**src/rtl/riscv_mem_lsu_if.sv**
```systemverilog
// Data bus between the memory stage and the data memory.
// The LSU drives the request side; the memory answers with ack/rdata.
interface riscv_mem_lsu_if #(
  parameter int XLEN = 32
);
  localparam int STRB_W = XLEN / 8;

  logic [XLEN-1:0]   addr;
  logic              req;
  logic              rnw;
  logic [STRB_W-1:0] wmask;
  logic [XLEN-1:0]   wdata;
  logic              ack;
  logic [XLEN-1:0]   rdata;

  modport master (
    output addr, req, rnw, wmask, wdata,
    input  ack, rdata
  );

  modport slave (
    input  addr, req, rnw, wmask, wdata,
    output ack, rdata
  );
endinterface

```
**src/rtl/riscv_mem_lsu.sv**
```systemverilog
// Memory stage: one op per handshake, aligned bus access,
// load lane extraction/extension, misalignment trap, held result.
module riscv_mem_lsu #(
  parameter int XLEN = 32
) (
  input  logic             clk,
  input  logic             rstn,
  input  logic             ds_rdy,
  output logic             ds_ack,
  input  logic [XLEN-1:0]  ex_mem_result,
  input  logic [1:0]       ex_mem_op,
  input  logic [1:0]       ex_mem_size,
  input  logic             ex_mem_unsigned,
  input  logic [XLEN-1:0]  ex_mem_data,
  input  logic [4:0]       ex_mem_wb_rsd,
  output logic             us_rdy,
  input  logic             us_ack,
  riscv_mem_lsu_if.master  data_bif,
  output logic [XLEN-1:0]  mem_wb_data,
  output logic [4:0]       mem_wb_rsd,
  output logic             mem_wb_load,
  output logic             mem_wb_exc
);
  localparam int STRB_W = XLEN / 8;
  localparam int OFF_W  = $clog2(STRB_W);

  typedef enum logic [1:0] {
    IDLE,
    BUS,
    HOLD
  } state_t;

  state_t state, nxt;

  logic [OFF_W-1:0]  off, off_q;
  logic [3:0]        amask;
  logic              is_ld, is_st, is_mem, mis, acc;
  logic [7:0]        bm;
  logic [STRB_W-1:0] wm;
  logic [XLEN-1:0]   wd, sh, tmp, ld;
  logic signed [XLEN-1:0] sx;
  logic [6:0]        sa;
  logic [1:0]        size_q;
  logic              uns_q, ld_q;

  // Decode the incoming op: type, alignment, byte lanes and write data.
  always_comb begin
    off    = ex_mem_result[OFF_W-1:0];
    amask  = 4'((5'd1 << ex_mem_size) - 5'd1);
    is_ld  = (ex_mem_op == 2'b01);
    is_st  = (ex_mem_op == 2'b10);
    is_mem = is_ld | is_st;
    mis    = (|(4'(off) & amask))
           | ((ex_mem_size == 2'd3) && (XLEN == 32));
    case (ex_mem_size)
      2'd0:    bm = 8'h01;
      2'd1:    bm = 8'h03;
      2'd2:    bm = 8'h0F;
      default: bm = 8'hFF;
    endcase
    wm = STRB_W'(bm) << off;
    wd = ex_mem_data << {off, 3'b000};
  end

  // Handshake and next-state selection.
  always_comb begin
    ds_ack = (state == IDLE) | ((state == HOLD) & us_ack);
    acc    = ds_rdy & ds_ack;
    nxt    = state;
    case (state)
      IDLE: if (acc) nxt = (is_mem & ~mis) ? BUS : HOLD;
      BUS:  if (data_bif.ack) nxt = HOLD;
      HOLD: begin
        if (acc) nxt = (is_mem & ~mis) ? BUS : HOLD;
        else if (us_ack) nxt = IDLE;
      end
      default: nxt = IDLE;
    endcase
  end

  // Pick the addressed lane out of rdata and sign/zero extend it.
  always_comb begin
    sh  = data_bif.rdata >> {off_q, 3'b000};
    sa  = 7'(XLEN) - (7'd8 << size_q);
    tmp = sh << sa;
    sx  = $signed(tmp) >>> sa;
    ld  = uns_q ? (tmp >> sa) : sx;
  end

  // State register.
  always_ff @(posedge clk or negedge rstn) begin
    if (!rstn) state <= IDLE;
    else       state <= nxt;
  end

  // Registered bus request, result bundle and latched access info.
  always_ff @(posedge clk or negedge rstn) begin
    if (!rstn) begin
      data_bif.req   <= 1'b0;
      data_bif.addr  <= '0;
      data_bif.rnw   <= 1'b0;
      data_bif.wmask <= '0;
      data_bif.wdata <= '0;
      us_rdy         <= 1'b0;
      mem_wb_data    <= '0;
      mem_wb_rsd     <= '0;
      mem_wb_load    <= 1'b0;
      mem_wb_exc     <= 1'b0;
      off_q          <= '0;
      size_q         <= '0;
      uns_q          <= 1'b0;
      ld_q           <= 1'b0;
    end else begin
      data_bif.req <= (nxt == BUS);
      us_rdy       <= (nxt == HOLD);
      if (acc) begin
        mem_wb_rsd <= ex_mem_wb_rsd;
        if (is_mem & ~mis) begin
          data_bif.addr  <= ex_mem_result;
          data_bif.rnw   <= is_ld;
          data_bif.wmask <= is_st ? wm : '0;
          data_bif.wdata <= wd;
          off_q          <= off;
          size_q         <= ex_mem_size;
          uns_q          <= ex_mem_unsigned;
          ld_q           <= is_ld;
        end else begin
          mem_wb_data <= ex_mem_result;
          mem_wb_load <= 1'b0;
          mem_wb_exc  <= is_mem;
        end
      end else if ((state == BUS) && data_bif.ack) begin
        mem_wb_data <= ld_q ? ld : '0;
        mem_wb_load <= ld_q;
        mem_wb_exc  <= 1'b0;
      end
    end
  end
endmodule
```
**src/flat_wrapper.sv**
```systemverilog
// flat-port wrapper written by rule: the top's interface ports become plain ports
module riscv_mem_lsu_flat 
#(
  parameter int XLEN = 32
)
  (clk, rstn, ds_rdy, ds_ack, ex_mem_result, ex_mem_op, ex_mem_size, ex_mem_unsigned, ex_mem_data, ex_mem_wb_rsd, us_rdy, us_ack, mem_wb_data, mem_wb_rsd, mem_wb_load, mem_wb_exc, data_bif_addr, data_bif_req, data_bif_rnw, data_bif_wmask, data_bif_wdata, data_bif_ack, data_bif_rdata);
  riscv_mem_lsu_if #(.XLEN(XLEN)) data_bif_i ();
  input  logic clk;
  input  logic rstn;
  input  logic ds_rdy;
  output logic ds_ack;
  input  logic [XLEN-1:0] ex_mem_result;
  input  logic [1:0] ex_mem_op;
  input  logic [1:0] ex_mem_size;
  input  logic ex_mem_unsigned;
  input  logic [XLEN-1:0] ex_mem_data;
  input  logic [4:0] ex_mem_wb_rsd;
  output logic us_rdy;
  input  logic us_ack;
  output logic [XLEN-1:0] mem_wb_data;
  output logic [4:0] mem_wb_rsd;
  output logic mem_wb_load;
  output logic mem_wb_exc;
  output wire logic [$bits(data_bif_i.addr)-1:0] data_bif_addr;
  output wire logic [$bits(data_bif_i.req)-1:0] data_bif_req;
  output wire logic [$bits(data_bif_i.rnw)-1:0] data_bif_rnw;
  output wire logic [$bits(data_bif_i.wmask)-1:0] data_bif_wmask;
  output wire logic [$bits(data_bif_i.wdata)-1:0] data_bif_wdata;
  input wire logic [$bits(data_bif_i.ack)-1:0] data_bif_ack;
  input wire logic [$bits(data_bif_i.rdata)-1:0] data_bif_rdata;
  assign data_bif_addr = data_bif_i.addr;
  assign data_bif_req = data_bif_i.req;
  assign data_bif_rnw = data_bif_i.rnw;
  assign data_bif_wmask = data_bif_i.wmask;
  assign data_bif_wdata = data_bif_i.wdata;
  assign data_bif_i.ack = data_bif_ack;
  assign data_bif_i.rdata = data_bif_rdata;
  riscv_mem_lsu #(.XLEN(XLEN)) u_core (.clk(clk), .rstn(rstn), .ds_rdy(ds_rdy), .ds_ack(ds_ack), .ex_mem_result(ex_mem_result), .ex_mem_op(ex_mem_op), .ex_mem_size(ex_mem_size), .ex_mem_unsigned(ex_mem_unsigned), .ex_mem_data(ex_mem_data), .ex_mem_wb_rsd(ex_mem_wb_rsd), .us_rdy(us_rdy), .us_ack(us_ack), .data_bif(data_bif_i), .mem_wb_data(mem_wb_data), .mem_wb_rsd(mem_wb_rsd), .mem_wb_load(mem_wb_load), .mem_wb_exc(mem_wb_exc));
endmodule
```
**config.mk**
```make
export PLATFORM = sky130hd
export DESIGN_NAME = riscv_mem_lsu_flat
export DESIGN_NICKNAME = d
export VERILOG_FILES = /design/src/rtl/riscv_mem_lsu_if.sv /design/src/rtl/riscv_mem_lsu.sv /design/src/flat_wrapper.sv
export SDC_FILE = /design/constraint.sdc
export NUM_CORES = 1
export LEC_CHECK = 0
export ABC_CLOCK_PERIOD_IN_PS = 2200
export CAP_MARGIN = 20
export CORE_MARGIN = 10
export CORE_UTILIZATION = 37
export DETAILED_ROUTE_END_ITERATION = 8
export GPL_TIMING_DRIVEN = 0
export PLACE_DENSITY = 0.7
export REMOVE_ABC_BUFFERS = 1
export SKIP_CTS_REPAIR_TIMING = 1
export SYNTH_ARGS = -nofsm -noshare
export SYNTH_HDL_FRONTEND = slang
export SYNTH_SLANG_ARGS = --single-unit
```
**constraint.sdc**
```tcl
create_clock -name clk -period 2.2 [get_ports clk]
set_input_delay 0.22 -clock clk [delete_from_list [all_inputs] [get_ports clk]]
set_output_delay 0.22 -clock clk [all_outputs]
set_load 0.005 [all_outputs]
```
==> impl_metrics.py, run 1 <==
# Auto-generated metrics
metrics = {
    "clocking": {
        "clk_pin_slew_worst_paths_ns": 0.05,
        "cts_inserted_buffers": 17,
        "number_of_buffers_on_the_longest_clock_path": 2,
        "clock_latency_ns": 0.41,
        "htreeDepth": 4,
        "clock_tree_from_tritoncts": "yes",
    },
    "cells_and_area": {
        "top_layout_cell": "clkdlybuf4s50_1",
        "nFillCells": 1271,
        "synthesis_to_finish_area_growth_pct": 56.2,
        "seqCellArea_mm2": 0.00288,
        "layout.cells.most_common_list": "218 x clkdlybuf4s50_1, 113 x dfrtp_1, 58 x nand2_1",
        "n_antenna_cell": 0,
        "final_core_utilization_pct": 58.6,
    },
    "critical_path": {
        "wp_buf_inv": 2,
        "cp-start-kind": "register",
        "critPathCaptureType": "register",
        "timing.critical_path.max_delay_family": "multiplexers",
        "critical_path_depth": 7,
        "cp_data_required_time_ns": 2.52,
        "launch_instance_of_the_worst_register_to_register_path": "u_core.off_q[0]",
        "critical_path_data_arrival_time_ns": 2.45,
        "r2r-end": "u_core.mem_wb_data[31]",
        "worstSetupStartpoint": "u_core.off_q[0]",
        "crit_end": "u_core.mem_wb_data[31]",
    },
    "sta": {
        "finalSetupTns_ns": 0,
        "setup_violations": 0,
        "setup_slack_ns": 0.0708,
        "final.period_utilization_pct": 96.8,
        "max_slew.worst_pin.slew_ns": 0.782,
        "relSlewSlack_pct": 47.7,
    },
    "floorplanning": {
        "floorplan.die.width_um": 144,
        "area_of_the_placeable_core_mm2": 0.0151,
        "initial_utilization_pct": 37.5,
        "row_count": 45,
        "floorplan.io_pins": 222,
    },
    "placement": {
        "dp_worst_setup_slack_ns": -0.987,
        "finalWeightedCongestion": 0.864,
        "place.port_buffers": 221,
    },
    "yosys": {
        "synthMuxAreaShare_pct": 17.7,
        "ys_chip_area_mm2": 0.00566,
        "synth_area_per_cell_um2": 10.4,
        "compound_area_share_pct": 16.4,
        "post_synth_main_logic_family": "multiplexers",
        "number_of_cells_in_the_yosys_synthesis_report": 543,
        "postSynthSeqShare_pct": 50.8,
        "synth_flop_count": 115,
        "synth.cellmix.simpleShare_pct": 11.2,
        "ys_warn_count": 0,
        "xor_share_pct": 0,
        "synth_async_sr_flop_share_pct": 100,
        "synth.cell_area_mm2": 0.00566,
    },
    "route": {
        "drt_pass1_iterations": 6,
        "post-route-drc-count": 0,
        "drtIter0Drc": 178,
        "antenna_violating_nets_post_route": 0,
        "via_count": 5164,
        "totalWireLength_mm": 20.0,
    },
    "power": {
        "total_leakage_power_nw": 3.67,
        "power.clock.fraction_pct": 30.8,
        "internal-power_mw": 6.69,
        "power_per_cell_area_mw_per_mm2": 1060,
        "sequentialPowerShare_pct": 34.1,
        "combinational_share_of_power_pct": 35.1,
        "p_sw_mw": 2.73,
        "power.share.switching_pct": 29.0,
    },
    "status": {
        "run_status": "finished clean",
    },
    "grt": {
        "first_global_vias": 5527,
        "grt_max_degree": 79,
        "grt_usage_pct": 19.1,
        "grt_pass1_wl_mm": 30.7,
    },
    "flow_run": {
        "log.warning_count": 27,
    },
    "worst_hold_path": {
        "hold_path.class": "in -> async",
    },
}
==> run 1: per-stage QoR <==
stage          total power [mW]  area (um^2)
2_1_floorplan              4.35         5490
3_3_place_gp               6.31         7940
3_5_place_dp               6.46         8100
4_1_cts                    9.41         8720
5_1_grt                    9.95         8850
6_report                   9.42         8850
==> run 1: metal layers <==
metal	global-route usage, %	wire, um
met5	0	0
met4	5.75	250
met3	9.27	2330
met2	30.4	9220
met1	22.2	8230
==> run 1: synth_stat cells, types with 4 or more instances <==
library cell	instances	share of area [%]
a211oi_1	8	1.1
a21o_1	7	0.93
a21oi_1	45	4.0
a221oi_1	17	2.6
buf_1	8	0.53
buf_2	12	1.1
clkbuf_1	16	1.1
dfrtp_1	115	51
inv_1	6	0.40
mux2_2	55	11
mux2i_1	36	6.4
nand2_1	59	3.9
nand2b_1	5	0.55
nor2_1	49	3.2
nor2b_1	12	1.3
nor3_1	4	0.35
o21ai_0	36	3.2
o2bb2ai_1	4	0.62
o31ai_1	8	1.1
==> run 1: registers in the layout (all words and copies together), names as in the netlist, 2 cells and up <==
register               flops
u_core.data_bif.addr      31
u_core.data_bif.wdata     32
u_core.data_bif.wmask      4
u_core.mem_wb_data        32
u_core.mem_wb_rsd          5
u_core.size_q              2
u_core.state               2
==> run 1: layout make-up <==
cell class	count	share of cell area [%]
Clock buffer	22	5.25
Clock inverter	10	1.75
Inverter	6	0.255
Multi-Input combinational cell	385	30.3
Sequential cell	115	32.6
Tap cell	188	2.66
Timing Repair Buffer	232	27.2
==> run 1: power groups by stage <==
stage                     Sequential [mW]  Clock (mW)  Combinational [mW]
after floorplan                      3.24           0                1.11
after global placement               3.24           0                3.07
after detailed placement             3.26           0                3.20
after CTS                            3.23        2.95                3.22
after global routing                 3.30        3.07                3.59
final                                3.21        2.90                3.31
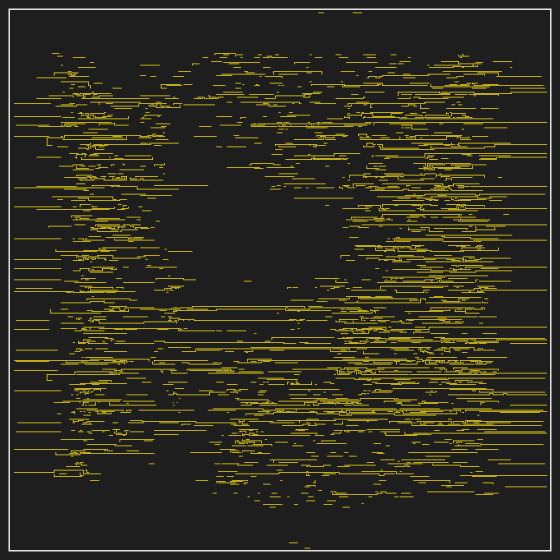
Figure 1: run 1, signal wires on met1.
main direction = horizontal
nets with wire on the layer = 750
share of all routed wire = 41%
longest straight run = 49.2 um

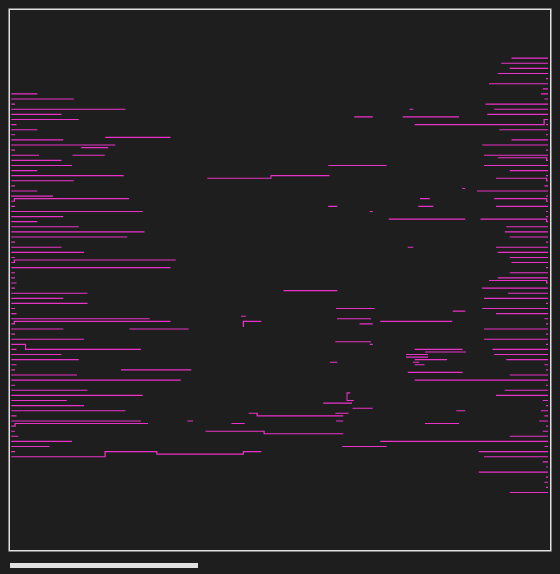
Figure 2: run 1, M3 wires.
Scale bar: 50 um.
longest straight run = 44.9 um
main direction = horizontal
share of all routed wire = 12%

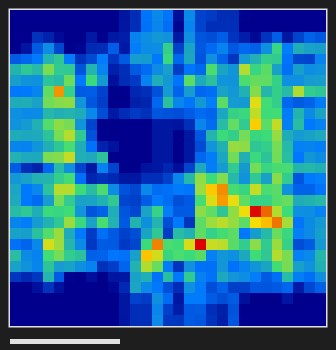
Figure 3: run 1, signal metal coverage by tile.
Scale bar: 50 um. 29 x 29 tiles, from dark blue (low) to red (high), scaled to the fullest tile. Values are wire area over tile area, all layers added.
densest ninth of the die = east
fullest tile = 0.60
nearly empty tiles = 16%
mean over tiles = 0.16
tiles over half the peak = 14%

Figure 4. Clock nets (run 1).
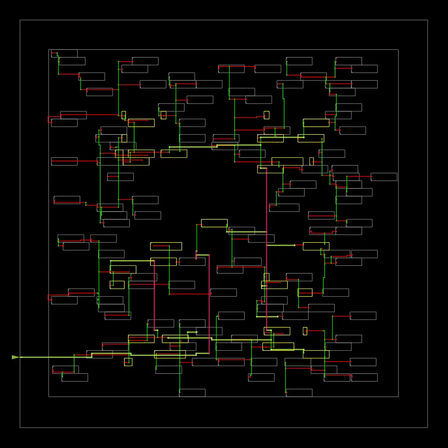

## Run 2: what changed since run 1
==> constraint.sdc (replaced) <==
create_clock -name clk -period 2.2 [get_ports clk]
set_input_delay 0.44 -clock clk [delete_from_list [all_inputs] [get_ports clk]]
set_output_delay 0.44 -clock clk [all_outputs]
set_load 0.005 [all_outputs]
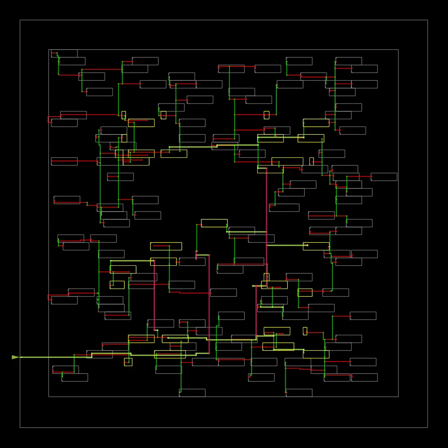
Figure 5: run 2, clock nets.
source-to-sink clock delay at the later pin of the worst-skew pair: 0.41 ns
CTS sink cnt: 115
number of clock buffers in the layout: 22

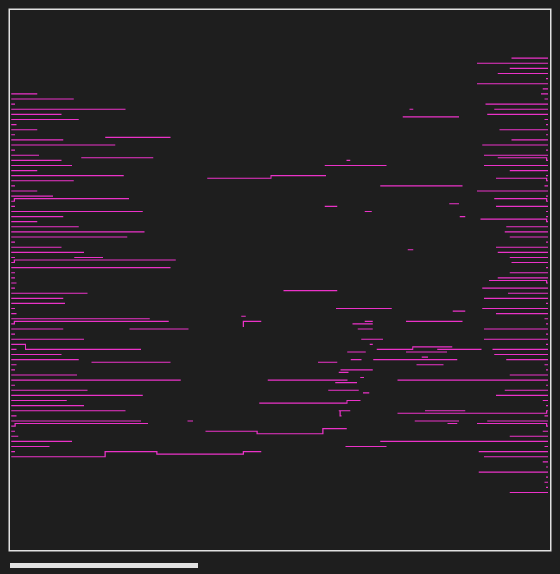
Figure 6: run 2, M3 wires.
Scale bar: 50 um.
main direction = horizontal
nets with wire on the layer = 184
longest straight run = 44.9 um

==> run 2 against run 1 <==
Net effect: fmax shrank 0.22%; via count up 0.45%; critical path depth is the same; clock skew increased by 0.00068 ns; non-clock buffer count grew 2; setup slack worse by 0.0048 ns; critical endpoint unchanged.
==> impl_metrics.py, run 2 <==
# Auto-generated metrics
metrics = {
    "status": {
        "run_status": "finished clean",
    },
    "critical_path": {
        "critPathCaptureType": "register",
        "critical_path_data_arrival_time_ns": 2.46,
        "worstSetupPathType": "reg -> reg",
        "cp-start-kind": "register",
        "r2r-end": "u_core.mem_wb_data[31]",
        "launch_instance_of_the_worst_register_to_register_path": "u_core.off_q[0]",
        "cp_data_required_time_ns": 2.52,
    },
    "yosys": {
        "netlist_top_cells_area": "dfrtp_1 51%, mux2_2 11%, mux2i_1 6.4%, a21oi_1 4.0%, nand2_1 3.9%",
        "netlist_top_cells_count": "115 x dfrtp_1, 59 x nand2_1, 55 x mux2_2",
        "synth_async_sr_flop_share_pct": 100,
        "postSynthSeqShare_pct": 50.8,
        "ys_warn_count": 0,
        "synth_area_per_cell_um2": 10.4,
        "synthDominantAreaCellType": "dfrtp_1",
        "synth.cell_area_mm2": 0.00566,
        "synth_dominant_cell_count": "dfrtp_1",
        "synthDominantCellAreaShare_pct": 50.8,
        "synth_flop_count": 115,
    },
    "grt": {
        "grt_usage_pct": 19.1,
        "first_global_vias": 5527,
        "global_route.usage.met3_pct": 9.27,
        "grt_max_degree": 79,
        "use_met1_pct": 22.2,
        "global_route.peak_usage_layer": "met2",
    },
    "route": {
        "drtIter0Drc": 210,
        "routed-wl-met3_mm": 2.44,
        "totalWireLength_mm": 20.6,
        "maxUsedRoutingLayer": "met4",
        "post-route-drc-count": 0,
        "antenna_violating_nets_post_route": 0,
        "via_count": 5187,
    },
    "placement": {
        "dpl-instance-area_mm2": 0.00810,
        "place.port_buffers": 221,
        "dp_worst_setup_slack_ns": -1.21,
        "finalWeightedCongestion": 0.864,
    },
    "floorplanning": {
        "fp.dieH_um": 144,
        "floorplan.io_pins": 222,
        "area_of_the_placeable_core_mm2": 0.0151,
        "row_count": 45,
        "floorplan.die.width_um": 144,
    },
    "flow_run": {
        "log.warning_count": 27,
    },
    "cells_and_area": {
        "layout.cells.most_common_list": "218 x clkdlybuf4s50_1, 113 x dfrtp_1, 57 x nand2_1",
        "final-instance-count-excl-fill": 961,
        "final_core_utilization_pct": 59.0,
        "n_antenna_cell": 0,
        "synthesis_to_finish_area_growth_pct": 57.3,
        "reg.largest.list": "u_core.data_bif.wdata: 32 flops, u_core.mem_wb_data: 32 flops, u_core.data_bif.addr: 31 flops",
    },
    "clocking": {
        "clock_tree.root_cell": "clkbuf_16",
        "clk_pin_slew_worst_paths_ns": 0.05,
    },
    "worst_hold_path": {
        "hold_path.class": "in -> async",
    },
    "sta": {
        "relSlewSlack_pct": 46.9,
        "max_slew.worst_pin.slew_ns": 0.793,
        "setup_slack_ns": 0.0660,
        "finalSetupTns_ns": 0,
        "setup_violations": 0,
    },
    "power": {
        "finalPower_mw": 9.46,
        "power_per_cell_area_mw_per_mm2": 1060,
        "total_leakage_power_nw": 3.70,
    },
}
==> run 2: cell types whose count changed in the layout (fill, tap and decap cells not counted), sizes merged <==
cell         delta
and2            +1
buf             +2
clkbuf          +1
dlygate4sd3     -1
==> run 2: critical path, delay by kind of cell (launching register included) <==
kind | cells | cell delay, ns
and+or+nand+nor | 2 | 0.33
buffers and inverters | 2 | 0.33
muxes | 2 | 0.69
AOI/OAI and AO/OA | 1 | 0.20
DFF | 1 | 0.50
==> run 2: how the worst max path moves through the flow <==
stage	to	depth (start not counted)	startpoint	slack, ns
after global routing	u_core.mem_wb_data[17]	7	u_core.off_q[0]	-0.02
after floorplan	u_core.data_bif.addr[10]	4	ds_rdy	-1.28
after detailed placement	u_core.data_bif.wdata[29]	6	ds_rdy	-1.21
after global placement	u_core.data_bif.wdata[0]	1	rstn	-3.84
after CTS	u_core.data_bif.addr[15]	6	ds_rdy	-0.77
final	u_core.mem_wb_data[31]	7	u_core.off_q[0]	0.07
==> run 2: layout make-up <==
type / instances / area, um^2
flip-flops and latches: 115 / 2890
repair buffers: 234 / 2440
clock buffers: 22 / 464
inverters: 6 / 22.5
clock inverters: 10 / 155
fillers: 1267 / 6180
well taps: 188 / 235
multi-input cells: 386 / 2710
==> run 2: report_power, final <==
part / switching, mW / internal, mW / leakage (nW)
Clock: 0.953 / 1.95 / 0.300
Combinational: 1.34 / 2.00 / 2.00
Sequential: 0.461 / 2.76 / 1.39
==> run 2: cell families (layout without fill, tap and decap cells) <==
group	Yosys count	count (layout)	synth area share, %
flops	115	115	50.8
compound gates	146	146	16.4
fa+ha+maj	2	2	0.442
mux	92	92	17.7
simple gates	144	146	11.2
buf+inv	44	272	3.45
Figure 7. Signal wires on met1 (run 2).
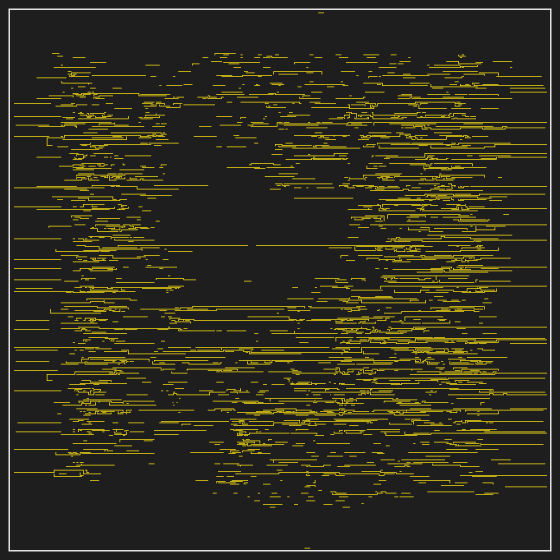

## Run 3: what changed since run 2
Settings changed: SLEW_MARGIN set to 30.
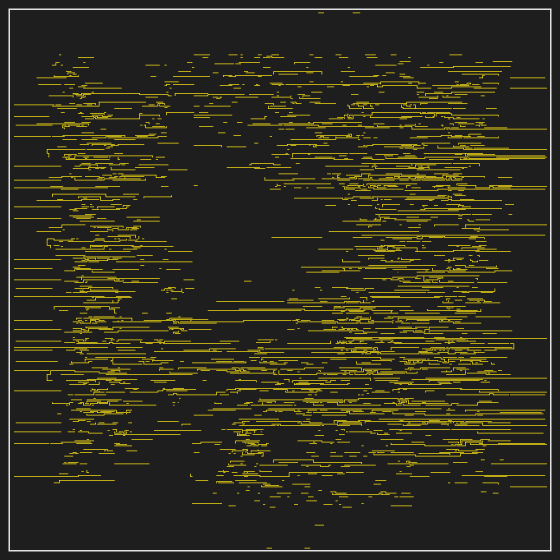
Figure 8: run 3, signal wires on met1.
main direction = horizontal
longest straight run = 48.8 um
nets with wire on the layer = 763
wire length on this layer = 8210 um
share of all routed wire = 40%

==> run 3 against run 2 <==
Net effect: critical path type is now in -> reg; die area did not move; sequential cell count did not move; via count rose by 0.31%; worst hold slack improved by 0.48 ns; clock skew fell by 0.0040 ns.
==> impl_metrics.py, run 3 <==
# Auto-generated metrics
metrics = {
    "status": {
        "run_status": "finished clean",
    },
    "power": {
        "sequentialPower_mw": 3.25,
        "pg_comb_mw": 3.20,
        "p_sw_mw": 2.74,
        "power_per_cell_area_mw_per_mm2": 1030,
        "sequentialPowerShare_pct": 36.3,
        "internal-power_mw": 6.22,
        "combinational_share_of_power_pct": 35.8,
        "top_power_group": "sequential cells",
    },
    "route": {
        "maxUsedRoutingLayer": "met4",
        "totalWireLength_mm": 20.6,
        "antenna_violating_nets_post_route": 0,
        "routed-wl-met3_mm": 2.55,
        "drtIter0Drc": 309,
        "via_count": 5203,
    },
    "cells_and_area": {
        "reg.largest.list": "u_core.data_bif.wdata: 32 flops, u_core.mem_wb_data: 32 flops, u_core.data_bif.addr: 31 flops",
        "n_antenna_cell": 0,
        "final-instance-count-excl-fill": 954,
    },
    "critical_path": {
        "cp-start-kind": "input pin",
        "critical_path_data_arrival_time_ns": 2.53,
        "worstSetupPathType": "in -> reg",
        "cp_data_required_time_ns": 2.53,
        "critPathCaptureType": "register",
        "timing.critical_path.max_delay_family": "AND-OR/OR-AND gates",
        "wp_buf_inv": 2,
    },
    "yosys": {
        "synth_dominant_cell_count": "dfrtp_1",
        "synth_area_per_cell_um2": 10.4,
        "synth_flop_count": 115,
        "synthDominantAreaCellType": "dfrtp_1",
        "postSynthSeqShare_pct": 50.8,
        "netlist_top_cells_area": "dfrtp_1 51%, mux2_2 11%, mux2i_1 6.4%, a21oi_1 4.0%, nand2_1 3.9%",
        "synth.cell_area_mm2": 0.00566,
        "synth_async_sr_flop_share_pct": 100,
        "ys_warn_count": 0,
        "synthDominantCellAreaShare_pct": 50.8,
    },
    "sta": {
        "relSlewSlack_pct": 47.4,
        "setup_violations": 0,
        "finalSetupTns_ns": 0,
    },
    "placement": {
        "place.port_buffers": 221,
        "finalWeightedCongestion": 0.864,
    },
    "floorplanning": {
        "area_of_the_placeable_core_mm2": 0.0151,
        "floorplan.io_pins": 222,
        "row_count": 45,
        "fp.dieH_um": 144,
        "floorplan.die.width_um": 144,
    },
    "grt": {
        "first_global_vias": 5488,
        "grt_max_degree": 66,
        "use_met1_pct": 22.7,
        "global_route.usage.met3_pct": 8.32,
    },
    "clocking": {
        "clk_pin_slew_worst_paths_ns": 0.05,
        "clock_tree.root_cell": "clkbuf_16",
        "clock_latency_ns": 0.41,
    },
    "worst_hold_path": {
        "hold_path.class": "reg -> reg",
    },
}
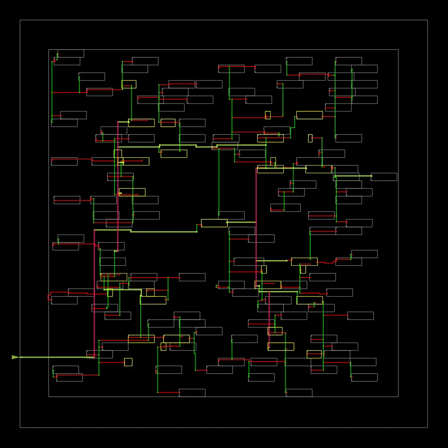
Figure 9: run 3, clock nets.
sequential cell count: 115
Clock group: 2.50 mW
number of buffers added by the clock tree synthesis step: 17

[run 3: cell counts after synthesis]
Identical to the previous run, type by type.
[run 3: cells by family (layout without fill, tap and decap cells)]
kind of cell | count (synthesis) | after routing | synth area share, %
AND-OR/OR-AND | 146 | 146 | 16.4
flip-flops | 115 | 115 | 50.8
adder cells (fa/ha/maj) | 2 | 2 | 0.442
buffers and inverters | 44 | 265 | 3.45
AND/OR/NAND/NOR | 144 | 146 | 11.2
multiplexers | 92 | 92 | 17.7
[run 3: metrics by stage]
step,setup slack (ns),total power [mW],cell area [um^2]
after floorplan,-1.28,4.35,5490
after detailed placement,-1.24,6.42,8060
final,0.00590,8.96,8710
after CTS,-0.792,8.96,8600
after global routing,-0.120,9.48,8710
after global placement,-3.84,6.31,7940
[run 3: area by class of cell]
| type | count | area (um^2) |
|---|---|---|
| timing repair buffer | 227 | 2340 |
| tap | 188 | 235 |
| clock inverter | 10 | 57.6 |
| clock buffer | 22 | 484 |
| sequential | 115 | 2890 |
| fill | 1300 | 6380 |
| inverter | 6 | 22.5 |
| multi-input combinational | 386 | 2680 |
[run 3: path summary, 6_finish.rpt]
path	from	endpoint	slack, ns	depth (start not counted)
worst max-delay path	ex_mem_op[0]	u_core.mem_wb_data[23]	0.006	7
worst min-delay path	u_core.data_bif.wdata[4]	u_core.data_bif.wdata[4]	0.48	2
worst max register to register	u_core.off_q[0]	u_core.mem_wb_data[18]	0.08	5
worst min register to register	u_core.data_bif.wdata[4]	u_core.data_bif.wdata[4]	0.48	2
max in group asynchronous	rstn	u_core.data_bif.wdata[23]	0.99	3
min in group asynchronous	rstn	u_core.data_bif.addr[16]	0.55	2
Power is estimated from default activity; no workload was simulated.
